## config.mk

```make
export PLATFORM = sky130hd
export DESIGN_NAME = rom_access_arbiter
export DESIGN_NICKNAME = d
export VERILOG_FILES = /design/src/rtl/proc_pkg.sv /design/src/rtl/rom_arb_pick.sv /design/src/rtl/rom_access_arbiter.sv
export SDC_FILE = /design/constraint.sdc
export NUM_CORES = 1
export LEC_CHECK = 0
export CORE_UTILIZATION = 55
export CTS_BUF_LIST = sky130_fd_sc_hd__clkbuf_16
export CTS_CLUSTER_DIAMETER = 150
export DETAILED_ROUTE_END_ITERATION = 8
export DONT_BUFFER_PORTS = 1
export PLACE_DENSITY = 0.7
export SLEW_MARGIN = 20
export SYNTH_ARGS = -nofsm -noshare
export SYNTH_HDL_FRONTEND = slang
export SYNTH_SLANG_ARGS = --single-unit
```

## constraint.sdc

```tcl
create_clock -name clk -period 2.9 [get_ports clk]
set_input_delay 0.435 -clock clk [delete_from_list [all_inputs] [get_ports clk]]
set_output_delay 0.435 -clock clk [all_outputs]
set_load 0.03 [all_outputs]
```

## src/rtl/proc_pkg.sv

```systemverilog
// proc_pkg: shared widths, ROM op codes and arbiter FSM encoding for the ROM access path.
package proc_pkg;
  localparam int DATA_WIDTH = 16;
  localparam int ROM_WORD_W = 32;
  localparam logic [3:0] ROM_OP = 4'b0011;
  localparam logic [1:0] DR_DIRECT = 2'd1;
  localparam logic [1:0] DR_INDIRECT = 2'd2;
  typedef enum logic [1:0] {
    S_IDLE    = 2'd0,
    S_READ    = 2'd1,
    S_CAPTURE = 2'd2,
    S_RESP    = 2'd3
  } state_e;
endpackage

```

## src/rtl/rom_arb_pick.sv

```systemverilog
// rom_arb_pick: one-hot grant select between fetch (bit 0) and data-read (bit 1); ROM_ARB_ROUND_ROBIN_EN adds the pointer.
module rom_arb_pick (
  input  logic       if_valid,
  input  logic       dr_valid,
`ifdef ROM_ARB_ROUND_ROBIN_EN
  input  logic       ptr,
`endif
  output logic [1:0] grant
);
`ifdef ROM_ARB_ROUND_ROBIN_EN
  assign grant[0] = if_valid & (~dr_valid | ~ptr);
  assign grant[1] = dr_valid & (~if_valid | ptr);
`else
  assign grant[0] = if_valid;
  assign grant[1] = dr_valid & ~if_valid;
`endif
endmodule

```

## src/rtl/rom_access_arbiter.sv

```systemverilog
// rom_access_arbiter: shares one ROM port between fetch and data-read channels; ROM_ARB_ROUND_ROBIN_EN selects round-robin ties.
module rom_access_arbiter import proc_pkg::*; #(
  parameter int DATA_WIDTH = proc_pkg::DATA_WIDTH,
  parameter int ROM_DEPTH  = 257
) (
  input  logic                  clk,
  input  logic                  rst,
  input  logic                  if_req_valid,
  input  logic [DATA_WIDTH-1:0] if_req_addr,
  output logic                  if_req_ready,
  output logic                  if_rsp_valid,
  output logic [DATA_WIDTH-1:0] if_rsp_opcode,
  output logic [DATA_WIDTH-1:0] if_rsp_operand,
  input  logic                  dr_req_valid,
  input  logic [DATA_WIDTH-1:0] dr_req_addr,
  output logic                  dr_req_ready,
  output logic                  dr_rsp_valid,
  output logic [DATA_WIDTH-1:0] dr_rsp_data,
  output logic                  rsp_err,
  output logic                  rom_en,
  output logic [DATA_WIDTH-1:0] rom_addr,
  input  logic [31:0]           rom_rdata,
  output logic                  busy
);
  localparam logic [DATA_WIDTH:0] DEPTH = (DATA_WIDTH+1)'(ROM_DEPTH);
  state_e state_q, state_d;
  logic ch_q, ch_d, err_q, err_d;
  logic rom_en_q, rom_en_d;
  logic [DATA_WIDTH-1:0] rom_addr_q, rom_addr_d;
  logic if_rsp_valid_q, if_rsp_valid_d, dr_rsp_valid_q, dr_rsp_valid_d, rsp_err_q, rsp_err_d;
  logic [DATA_WIDTH-1:0] opcode_q, opcode_d, operand_q, operand_d, dr_data_q, dr_data_d;
  logic [1:0] grant;
  logic idle, hs, hs_dr, req_err, cap;
  logic [DATA_WIDTH-1:0] req_addr;
  logic [31:0] word;
`ifdef ROM_ARB_ROUND_ROBIN_EN
  logic ptr_q, ptr_d;
  rom_arb_pick u_pick (.if_valid(if_req_valid), .dr_valid(dr_req_valid), .ptr(ptr_q), .grant(grant));
  assign ptr_d = hs ? ~hs_dr : ptr_q;
  always_ff @(posedge clk)
    if (rst) ptr_q <= 1'b0;
    else ptr_q <= ptr_d;
`else
  rom_arb_pick u_pick (.if_valid(if_req_valid), .dr_valid(dr_req_valid), .grant(grant));
`endif
  assign idle         = state_q == S_IDLE;
  assign if_req_ready = idle & grant[0] & ~rst;
  assign dr_req_ready = idle & grant[1] & ~rst;
  assign hs_dr        = dr_req_valid & dr_req_ready;
  assign hs           = (if_req_valid & if_req_ready) | hs_dr;
  assign req_addr     = hs_dr ? dr_req_addr : if_req_addr;
  assign req_err      = {1'b0, req_addr} >= DEPTH;
  assign cap          = state_q == S_CAPTURE;
  // Out-of-range requests never strobe the ROM, so their response word is forced to zero.
  assign word         = err_q ? '0 : rom_rdata;
  always_comb begin
    state_d        = idle ? (hs ? S_READ : S_IDLE)
                   : state_q == S_READ ? S_CAPTURE
                   : cap ? S_RESP : S_IDLE;
    ch_d           = hs ? hs_dr : ch_q;
    err_d          = hs ? req_err : err_q;
    rom_en_d       = hs & ~req_err;
    rom_addr_d     = (hs & ~req_err) ? req_addr : rom_addr_q;
    if_rsp_valid_d = cap & ~ch_q;
    dr_rsp_valid_d = cap & ch_q;
    rsp_err_d      = cap & err_q;
    opcode_d       = (cap & ~ch_q) ? DATA_WIDTH'(word[31:16]) : opcode_q;
    operand_d      = (cap & ~ch_q) ? DATA_WIDTH'(word[15:0]) : operand_q;
    dr_data_d      = (cap & ch_q) ? DATA_WIDTH'(word[15:0]) : dr_data_q;
  end
  always_ff @(posedge clk)
    if (rst) begin
      state_q        <= S_IDLE;
      ch_q           <= 1'b0;
      err_q          <= 1'b0;
      rom_en_q       <= 1'b0;
      rom_addr_q     <= '0;
      if_rsp_valid_q <= 1'b0;
      dr_rsp_valid_q <= 1'b0;
      rsp_err_q      <= 1'b0;
      opcode_q       <= '0;
      operand_q      <= '0;
      dr_data_q      <= '0;
    end else begin
      state_q        <= state_d;
      ch_q           <= ch_d;
      err_q          <= err_d;
      rom_en_q       <= rom_en_d;
      rom_addr_q     <= rom_addr_d;
      if_rsp_valid_q <= if_rsp_valid_d;
      dr_rsp_valid_q <= dr_rsp_valid_d;
      rsp_err_q      <= rsp_err_d;
      opcode_q       <= opcode_d;
      operand_q      <= operand_d;
      dr_data_q      <= dr_data_d;
    end
  assign busy           = ~idle;
  assign rom_en         = rom_en_q;
  assign rom_addr       = rom_addr_q;
  assign if_rsp_valid   = if_rsp_valid_q;
  assign dr_rsp_valid   = dr_rsp_valid_q;
  assign rsp_err        = rsp_err_q;
  assign if_rsp_opcode  = opcode_q;
  assign if_rsp_operand = operand_q;
  assign dr_rsp_data    = dr_data_q;
endmodule

```

### Routed metal per tile

(4 px per um) The die is cut into 14 by 14 equal tiles; black is low, pale yellow is high, scaled to the fullest tile. Values are wire area over tile area, all layers added.
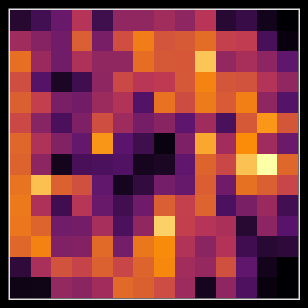
mean over tiles: 0.18
fullest tile: 0.43
densest ninth of the die: east
tiles over half the peak: 37%
emptiest ninth of the die: south-east

==> flow_summary.toml <==
# yosys + openroad results
[power_and_ir_drop]
powerDensity_nw_per_um2 = 753.4
irDropWorstVdd_mv = 0.4043
pwr-share-clk_pct = 50.1
p_leak_uw = 0.001195
p_sw_share_pct = 22.18
seqPwrFrac_pct = 45.4
intPower_uw = 1800
p_comb_share_pct = 4.5

[placed_design]
gp_congestion = 0.7807
dp_slack_ns = 0.3021
io_buffer_count = 0
dp_hpwl_um = 3795

[logic_synthesis]
syn_inst = 296
async_reset_ff_share_pct = 0
yosys_area_sq_um = 2703
yosysCellCount = 296
yosysTopAreaCell = "dfxtp_1"
yosysTopAreaCellShare_pct = 53.33
most_common_cell = "nand2_1"
synth_area_sq_um = 2703
synth_top_flop_cell = "dfxtp_1"
ys_ff = 72
fp_nets = 367
synthTopCellsByCount = "nand2_1 (74), dfxtp_1 (72), a21oi_1 (35), clkbuf_1 (18)"
ys_types = 25
synth.yosys.seq_area_share_pct = 53.33
syn_area_per_cell_sq_um = 9.130
edf_count = 0
area_leaders = "dfxtp_1 (53%), nand2_1 (10%), a21oi_1 (6.5%)"
yosys_warnings = 0

[setup_path]
r2r_cells = 8
r2r_slack_ns = 0.31
critPathCaptureType = "flop"
rr_startpoint = "state_q[0]"
setup.worst_path.class = "flop to flop"
crit_path_start_kind = "flop"
path_max_fanout = 17
cp.arrival_ns = 2.80
cp.required_ns = 3.12
r2r-end = "rom_addr[11]"

[global_route]
grt_pass1_wl_um = 9052
grt_max_degree = 42
antenna_found_initial = 0
grt-ovfl-total = 0

[layout]
nets = 362
combGateArea_sq_um = 1180
register_area_sq_um = 1441
antenna_cells = 0
syn2layout_area_growth_pct = 13.61
final_util_pct = 65.01
n_fill_cell = 399

[run]
maxCapViolCount = 0
warnings = 28

[sta]
setup_violations = 0
hold_violations = 0
finalWorstSetupSlack_ns = 0.3139
finalCriticalPeriod_ns = 2.586
slew-limit-headroom_pct = 39.92
slew_viol_final = 0
fin_crit_sh_pct = 89.18
fmax_mhz = 386.7
rsz0062_at_grt = "false"
tns_ns = 0
worst_slew_pin_slew_ns = 0.8979

[die]
die_h_um = 72.10
io_pins = 139
die_w_um = 72.10
initCoreUtil_pct = 57.22
chip_area_sq_um = 5198
core_area_sq_um = 4723
row_count = 25

[cts]
clock_path_buffers = 2
htreeDepth = 3
cts_root_buf = "clkbuf_16"
cts_hold_buf = 0
post_cts.resized_instances = 0
clock.latency.late_pin_ns = 0.33
cts_tree = "yes"
clkSlewWorstSetupHoldPaths_ns = 0.06
post_cts_buffers = 0

[worst_hold_path]
hold_path_end = "ch_q"
min_path_type = "input port to flop"
hold_path_depth = 1

[routing]
drc = 0
vias = 2036
wl_per_cell_um = 15.53
dr.pass1.iters = 6
vias_per_cell = 5.609
ant_nets = 0
drt_iter0_drc = 112
routed_wl_um = 5639

[status]
status = "finished, final reports clean"
### Clock wiring as the flow saved it

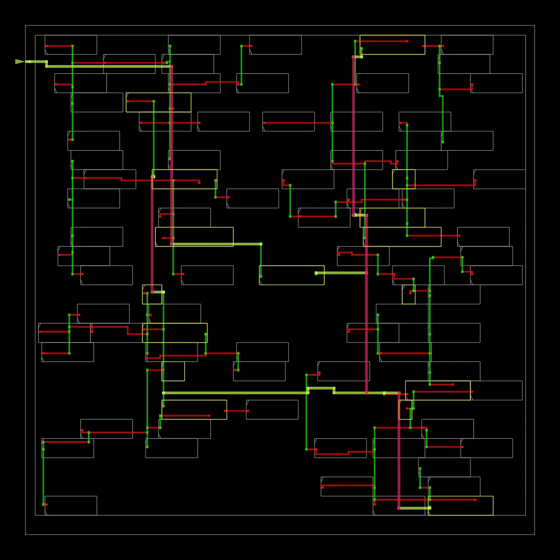
clk sink count: 72
skew final: 0.005120 ns
CTS Buf Count: 9
Clk. pwr: 1160 uW
registers: 72

## per-layer routing
metal  up-vias  share of wire (%)  GRT usage (%)  wire, um
met5         -                  0              0         0
met4         0                1.9          11.11       105
met3        11                8.3          9.306       466
met2        81                 47          37.18      2654
met1       947                 43          25.64      2412
li1        997                  -              -         -
## worst max-delay path, stage by stage (launching register included)
cell and delay [ns]:
dfxtp_1 0.29, inv_1 0.09, ha_1 0.28, nor4bb_4 0.34
buf_4 0.32, nand3_1 0.17, a2111oi_4 0.38, o21ai_2 0.32
and3_1 0.28
## cells in the final DEF, fill, tap and decap left out
master and instances:
nor2b_1 17, nand3_1 2, ha_1 3, dfxtp_1 72, nand2_1 74, and2_1 1
nor4bb_4 1, clkinvlp_4 1, bufinv_16 2, nor3_2 1, nand2b_1 1, nor3b_1 1
o311a_1 1, clkbuf_16 9, o21ai_0 1, a22o_1 16, a211oi_1 3, a21oi_1 35
clkinv_2 2, mux2i_1 17, or4_1 2, buf_4 3, nor2_1 5, inv_6 1
inv_1 6, clkinv_4 1, and3_1 11, nor4_1 5, o21ai_2 1, a2111oi_4 1
## kinds of logic (layout without fill, tap and decap cells)
logic type | after synthesis | in the layout | share of synthesized area [%]
AND/OR/NAND/NOR | 121 | 121 | 20.83
flip-flops | 72 | 72 | 53.33
AND-OR/OR-AND | 58 | 58 | 14.40
buffers and inverters | 25 | 25 | 3.750
multiplexers | 17 | 17 | 6.296
adder cells (fa/ha/maj) | 3 | 3 | 1.389
## worst max-delay path by stage
stage,start,end,slack (ns),depth (start not counted)
2_1_floorplan,state_q[1],err_q,0.54,9
3_3_place_gp,state_q[0],rom_addr[10],0.38,8
3_5_place_dp,state_q[0],rom_addr[11],0.30,8
4_1_cts,state_q[0],rom_addr[11],0.29,8
5_1_grt,state_q[0],rom_addr[11],0.10,8
6_report,state_q[0],rom_addr[11],0.31,8
## power by group through the flow
| stage | registers [uW] | logic (uW) | clock network, uW |
|---|---|---|---|
| 6_report | 1050 | 104 | 1160 |
| 5_1_grt | 1050 | 118 | 1230 |
| 4_1_cts | 1050 | 105 | 1180 |
| 3_5_place_dp | 1070 | 104 | 0 |
| 3_3_place_gp | 1070 | 103 | 0 |
| 2_1_floorplan | 1060 | 95.3 | 0 |
## area by class of cell
type / instances / share of cell area [%]
clock inverter: 7 / 3.097
clock buffer: 9 / 7.335
tap: 67 / 2.730
sequential: 72 / 46.94
inverter: 6 / 0.7335
multi-input combinational: 199 / 38.43
timing repair buffer: 3 / 0.7335
## flip-flops by register name, indices dropped and copies added (netlist names)
name and flops:
rom_addr 16, state_q 2, ch_q 1, if_rsp_opcode 16, rom_en 1, rsp_err 1, dr_rsp_valid 1, dr_rsp_data 16
if_rsp_valid 1, if_rsp_operand 16, err_q 1
## stage by stage
step | hold slack (ns) | area, sq um | instances | total power (uW)
after detailed placement | 0.5138 | 2750 | 347 | 1176
final | 0.1805 | 3070 | 363 | 2313
after global placement | 0.5098 | 2750 | 347 | 1175
after global routing | 0.1606 | 3070 | 363 | 2398
after floorplan | 0.5027 | 2703 | 296 | 1158
after CTS | 0.1625 | 3070 | 363 | 2335
No activity file was given, so power comes from the tool's default toggle rates.
